## src/rtl/seq_mult_unit.sv

```systemverilog
// seq_mult_unit: iterative shift-add multiplier for the CPU execute stage.
// Computes the full 2*WIDTH-bit product of two WIDTH-bit operands, either
// unsigned or two's-complement, one multiplier bit per clock.
//
// Ports:
//   clk        rising-edge clock
//   resetn     asynchronous active-low reset
//   start      request, sampled only while busy=0
//   op_signed  1 = signed operands, sampled with start
//   a, b       multiplicand / multiplier, sampled with start
//   busy       operation in progress (the CPU stalls on this)
//   done       one-cycle pulse: result/result_hi/carry are valid
//   result     product bits [WIDTH-1:0]
//   result_hi  product bits [2*WIDTH-1:WIDTH]
//   carry      product does not fit in WIDTH bits (signed or unsigned sense)
//
// Timing: with k multiplier iterations (WIDTH, or the significant bit count of
// |b| when EARLY_EXIT=1), done rises k+2 edges after the edge that took start.
module seq_mult_unit #(
    parameter int WIDTH      = 32,
    parameter bit EARLY_EXIT = 1'b0
) (
    input  logic             clk,
    input  logic             resetn,
    input  logic             start,
    input  logic             op_signed,
    input  logic [WIDTH-1:0] a,
    input  logic [WIDTH-1:0] b,
    output logic             busy,
    output logic             done,
    output logic [WIDTH-1:0] result,
    output logic [WIDTH-1:0] result_hi,
    output logic             carry
);

    localparam int CW = $clog2(WIDTH + 1);

    typedef enum logic [1:0] {
        S_IDLE,
        S_RUN,
        S_FIX,
        S_DONE
    } state_e;

    state_e           state_q, state_d;
    logic [WIDTH-1:0] mcand_q, mcand_d;
    logic [WIDTH-1:0] acc_q, acc_d;        // upper half of the product
    logic [WIDTH-1:0] mplier_q, mplier_d;  // multiplier, fills with low product bits
    logic             sign_q, sign_d;
    logic             op_signed_q, op_signed_d;
    logic [CW-1:0]    k_q, k_d;            // number of RUN iterations for this op
    logic [CW-1:0]    cnt_q, cnt_d;        // RUN iterations remaining
    logic             done_q, done_d;
    logic [WIDTH-1:0] result_q, result_d;
    logic [WIDTH-1:0] result_hi_q, result_hi_d;
    logic             carry_q, carry_d;

    logic [WIDTH-1:0]   a_abs, b_abs;
    logic [CW-1:0]      k_calc;
    logic [CW-1:0]      shamt;
    logic [WIDTH:0]     sum;
    logic [2*WIDTH-1:0] prod;

    always_comb begin
        // Magnitudes: |-2^(WIDTH-1)| wraps to 2^(WIDTH-1), which is correct
        // when read back as an unsigned WIDTH-bit value.
        a_abs = (op_signed && a[WIDTH-1]) ? -a : a;
        b_abs = (op_signed && b[WIDTH-1]) ? -b : b;

        k_calc = CW'(WIDTH);
        if (EARLY_EXIT) begin
            k_calc = '0;
            for (int i = 0; i < WIDTH; i++) begin
                if (b_abs[i]) k_calc = CW'(i + 1);
            end
        end

        // One iteration: conditional add with the carry kept in bit WIDTH.
        sum = {1'b0, acc_q} + (mplier_q[0] ? {1'b0, mcand_q} : '0);

        // Early exit leaves the partial product scaled by 2^(WIDTH-k); the
        // skipped iterations would only have shifted zeros in.
        shamt = CW'(WIDTH) - k_q;
        prod  = {acc_q, mplier_q} >> shamt;
        if (sign_q) prod = -prod;
    end

    // NOTE: every next-state signal takes its hold value first, so no path
    // through the case statement can leave one unassigned and infer a latch.
    always_comb begin
        state_d     = state_q;
        mcand_d     = mcand_q;
        acc_d       = acc_q;
        mplier_d    = mplier_q;
        sign_d      = sign_q;
        op_signed_d = op_signed_q;
        k_d         = k_q;
        cnt_d       = cnt_q;
        done_d      = 1'b0;
        result_d    = result_q;
        result_hi_d = result_hi_q;
        carry_d     = carry_q;

        unique case (state_q)
            S_IDLE: begin
                if (start) begin
                    mcand_d     = a_abs;
                    mplier_d    = b_abs;
                    acc_d       = '0;
                    sign_d      = op_signed & (a[WIDTH-1] ^ b[WIDTH-1]);
                    op_signed_d = op_signed;
                    k_d         = k_calc;
                    cnt_d       = k_calc;
                    state_d     = (k_calc == '0) ? S_FIX : S_RUN;
                end
            end
            S_RUN: begin
                acc_d    = sum[WIDTH:1];
                mplier_d = {sum[0], mplier_q[WIDTH-1:1]};
                cnt_d    = cnt_q - CW'(1);
                if (cnt_q == CW'(1)) state_d = S_FIX;
            end
            S_FIX: begin
                {acc_d, mplier_d} = prod;
                state_d           = S_DONE;
            end
            S_DONE: begin
                result_d    = mplier_q;
                result_hi_d = acc_q;
                carry_d     = op_signed_q ? (acc_q != {WIDTH{mplier_q[WIDTH-1]}})
                                          : (acc_q != '0);
                done_d      = 1'b1;
                state_d     = S_IDLE;
            end
            default: state_d = S_IDLE;
        endcase
    end

    // NOTE: state is updated only with non-blocking assignments so every
    // register samples the pre-edge values, independent of statement order.
    always_ff @(posedge clk or negedge resetn) begin
        if (!resetn) begin
            state_q     <= S_IDLE;
            mcand_q     <= '0;
            acc_q       <= '0;
            mplier_q    <= '0;
            sign_q      <= 1'b0;
            op_signed_q <= 1'b0;
            k_q         <= '0;
            cnt_q       <= '0;
            done_q      <= 1'b0;
            result_q    <= '0;
            result_hi_q <= '0;
            carry_q     <= 1'b0;
        end else begin
            state_q     <= state_d;
            mcand_q     <= mcand_d;
            acc_q       <= acc_d;
            mplier_q    <= mplier_d;
            sign_q      <= sign_d;
            op_signed_q <= op_signed_d;
            k_q         <= k_d;
            cnt_q       <= cnt_d;
            done_q      <= done_d;
            result_q    <= result_d;
            result_hi_q <= result_hi_d;
            carry_q     <= carry_d;
        end
    end

    assign busy      = (state_q != S_IDLE);
    assign done      = done_q;
    assign result    = result_q;
    assign result_hi = result_hi_q;
    assign carry     = carry_q;

endmodule

```

## config.mk

```make
export PLATFORM = sky130hd
export DESIGN_NAME = seq_mult_unit
export DESIGN_NICKNAME = d
export VERILOG_FILES = /design/src/rtl/seq_mult_unit.sv
export SDC_FILE = /design/constraint.sdc
export NUM_CORES = 1
export LEC_CHECK = 0
export CORE_MARGIN = 10
export CORE_UTILIZATION = 60
export CTS_BUF_LIST = sky130_fd_sc_hd__clkbuf_8
export CTS_CLUSTER_DIAMETER = 150
export DETAILED_ROUTE_END_ITERATION = 16
export PLACE_DENSITY = 0.93
export SLEW_MARGIN = 20
export SYNTH_ARGS = -nofsm -noshare
export SYNTH_HDL_FRONTEND = slang
export SYNTH_SLANG_ARGS = --single-unit
```

## constraint.sdc

```tcl
create_clock -name clk -period 5.1 [get_ports clk]
set_input_delay 1.02 -clock clk [delete_from_list [all_inputs] [get_ports clk]]
set_output_delay 1.02 -clock clk [all_outputs]
set_load 0.01 [all_outputs]
```

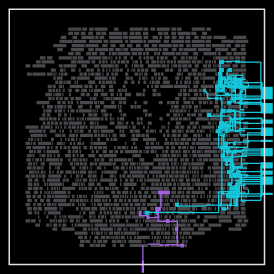
Fig. 1. Nets reached from selected ports.
(1.5 px per micron)
start: shown in purple, bits 1, direction input, edge south, end cells 9, buffers 1, wire 104 microns. b: shown in cyan, bits 32, direction input, edge east, end cells 70, buffers 32, wire 1820 microns.
I/O Buffers: 134
IO Count: 135

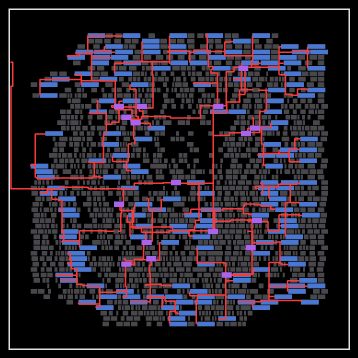
Fig. 2. Clock wires, drivers and flops.
(2 px per micron)
flip-flops: shown in blue, count 173. clock drivers: shown in purple, count 17. clock wires: shown in red, length 2320 microns.
Position of the flops: spread over the die. There are 18 routed clock nets.
Worst Skew: 0.01581 ns
Clock power frac: 0.108
clock network power: 971 uW

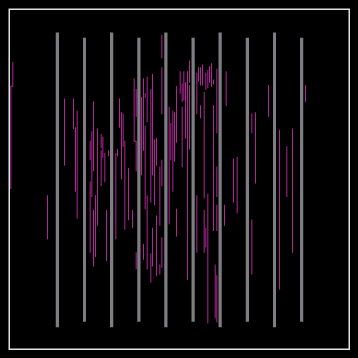
Fig. 3. Metal 4.
(2 px per micron) Supply wires on this layer in grey.
75 nets have wire on it. The wires run mostly vertical. The longest straight run is 104 microns. The layer carries 2470 microns of wire.
Post-Route WL: 44100 microns
via count: 13460

## metal layers
| layer | GRT usage | vias up |
|---|---|---|
| met2 | 0.4815 | 884 |
| met1 | 0.3615 | 6406 |
| met5 | 0 | - |
| met3 | 0.07133 | 212 |
| met4 | 0.1602 | 0 |
| li1 | - | 5962 |
## where the power goes
part | switching (uW) | internal [uW]
registers | 669 | 1950
clock network | 577 | 394
logic | 3130 | 2230
## worst min-delay path: cells and delay by family, from the launching register on
kind | cells | cell delay (ns)
AND-OR/OR-AND | 1 | 0.06
AND/OR/NAND/NOR | 1 | 0.05
flip-flops | 1 | 0.35
## layout by cell type, fill, tap and decap left out, types with 12 or more instances in the layout
cell type        Yosys  routed
clkdlybuf4s50_1      0     133
and3_1              13      13
or3_1               22      22
xnor2_1             71      71
a211oi_1            17      17
nor2_1              97      97
mux2_2              73      73
a21oi_1             74      74
nor4_1              30      30
o211ai_1            12      12
inv_1               26      28
a21o_1              24      24
buf_4                0      33
and2_1              39      39
o22ai_1             12      12
clkbuf_8             0      17
nand3_1             27      27
o31ai_1             35      35
nor3_1              44      44
ha_1                41      40
mux2i_1             37      36
o21ai_0            124     124
nand4_1             18      18
dfrtp_1            173     172
nor3b_1             16      16
nand2_1            151     150
xor2_1              47      47
a221oi_1            34      34
or4_1               15      15
## flip-flops by register name, indices dropped and copies added, names as in the netlist
signal and cells:
result_hi 32, state_q 2, sign_q 1, mplier_q 32, op_signed_q 1, result 32
mcand_q 32, acc_q 32, done 1, carry 1, cnt_q 6, k_q 1
## cell type report
cell class,count,area (sq um),share of cell area
well taps,280,350.3,0.02297
clock buffers,17,234.0,0.01534
inverters,26,97.59,0.006400
flip-flops and latches,173,4333,0.2841
clock inverters,15,141.4,0.009271
repair buffers,167,1590,0.1043
multi-input cells,1243,8503,0.5576
## metrics by stage
step / utilization / setup slack, ns
global route: 0.6966 / 0.5066
finish: 0.6966 / 0.7398
global placement: 0.6795 / 1.158
CTS: 0.6966 / 0.8484
floorplan: - / 0.5872
detailed placement: 0.6795 / 1.006
## how the worst max path moves through the flow
| stage | start | to | slack [ns] | cells after the start |
|---|---|---|---|---|
| 3_5_place_dp | k_q[5] | acc_q[24] | 1.01 | 9 |
| 2_1_floorplan | k_q[5] | acc_q[24] | 0.59 | 16 |
| 6_report | k_q[5] | acc_q[24] | 0.74 | 9 |
| 5_1_grt | k_q[5] | acc_q[24] | 0.51 | 9 |
| 3_3_place_gp | k_q[5] | acc_q[24] | 1.16 | 9 |
| 4_1_cts | k_q[5] | acc_q[24] | 0.85 | 9 |
## logic make-up (layout without fill, tap and decap cells)
group,count (synthesis),count (layout)
AND-OR/OR-AND,454,454
XOR/XNOR,118,118
adder cells (fa/ha/maj),42,42
buffers and inverters,142,225
flip-flops,173,173
multiplexers,110,110
AND/OR/NAND/NOR,519,519
==> Changelog: implementation <==
### Changed

- Number of enable flip-flop cells: 0
- Vias in the first global route: 13200
- Post-synth cell types: 78
- Critical path data required time: 5.49 ns
- Post-CTS Setup Bufs: 0
- Crit-path cells: mux2i_1 > ha_1 > nor4bb_1 > o221ai_1 > or3_1 > nor4_1 > mux2i_1 > nand4_1 > a211o_1
- Die ar.: 28630 sq um
- Mapped Area: 13360 sq um
- HP Start: mcand_q[22]
- Reg clk slew, reported paths: 0.10 ns
- Slowest CP cell: dfrtp_4
- Crit path DAT: 4.75 ns
- Share of cells above drive strength 1: 0.1005
- Slew headroom: 0.3246
- Top logic family: AND-OR/OR-AND gates
- Rows: 54
- Largest net degree at the start of global routing: 106
- Area share, top type: 0.3241
- Cell count after synthesis: 1558
- Adder share: 0.03990
- Ao+oa area frac: 0.2287
- R2r setup slk: 0.74 ns
- Tool warnings: 32
- Worst Tran Pin Value: 1.000 ns
- Fmax: 229.3 MHz
- ANT nets after route: 0
- Highest routed metal layer: met4
- Area delta synth->final: 14.15%
- Leak: 0.006486 uW
- Final hold vios: 0
- Post-synth regs: 173
- Fill cells: 1690
- Drt drc: 0
- GR Util All Layers: 0.2981
- Syn avg cell area: 8.574 sq um
- Xor/xnor share: 0.07736
- Status: completed
- Final #Nets: 1738
- Top FF cell, synth: dfrtp_1
- Chip area in the Yosys report: 13360 sq um
- Crit end category: register
- Hold endpoint: mcand_q[22]
- CP delay by family, top: simple AND/OR/NAND/NOR gates
- CP peak stage delay: 0.85 ns
- Root buf cell: clkbuf_8
- RR Endpoint: acc_q[24]
- Worst-case reg-to-reg path depth: 9
- Sink Count: 173
- Synth area leader: dfrtp_1
- VDD IR max: 0.0006029 V
- CTS tree: yes
No activity file was given, so power comes from the tool's default toggle rates.
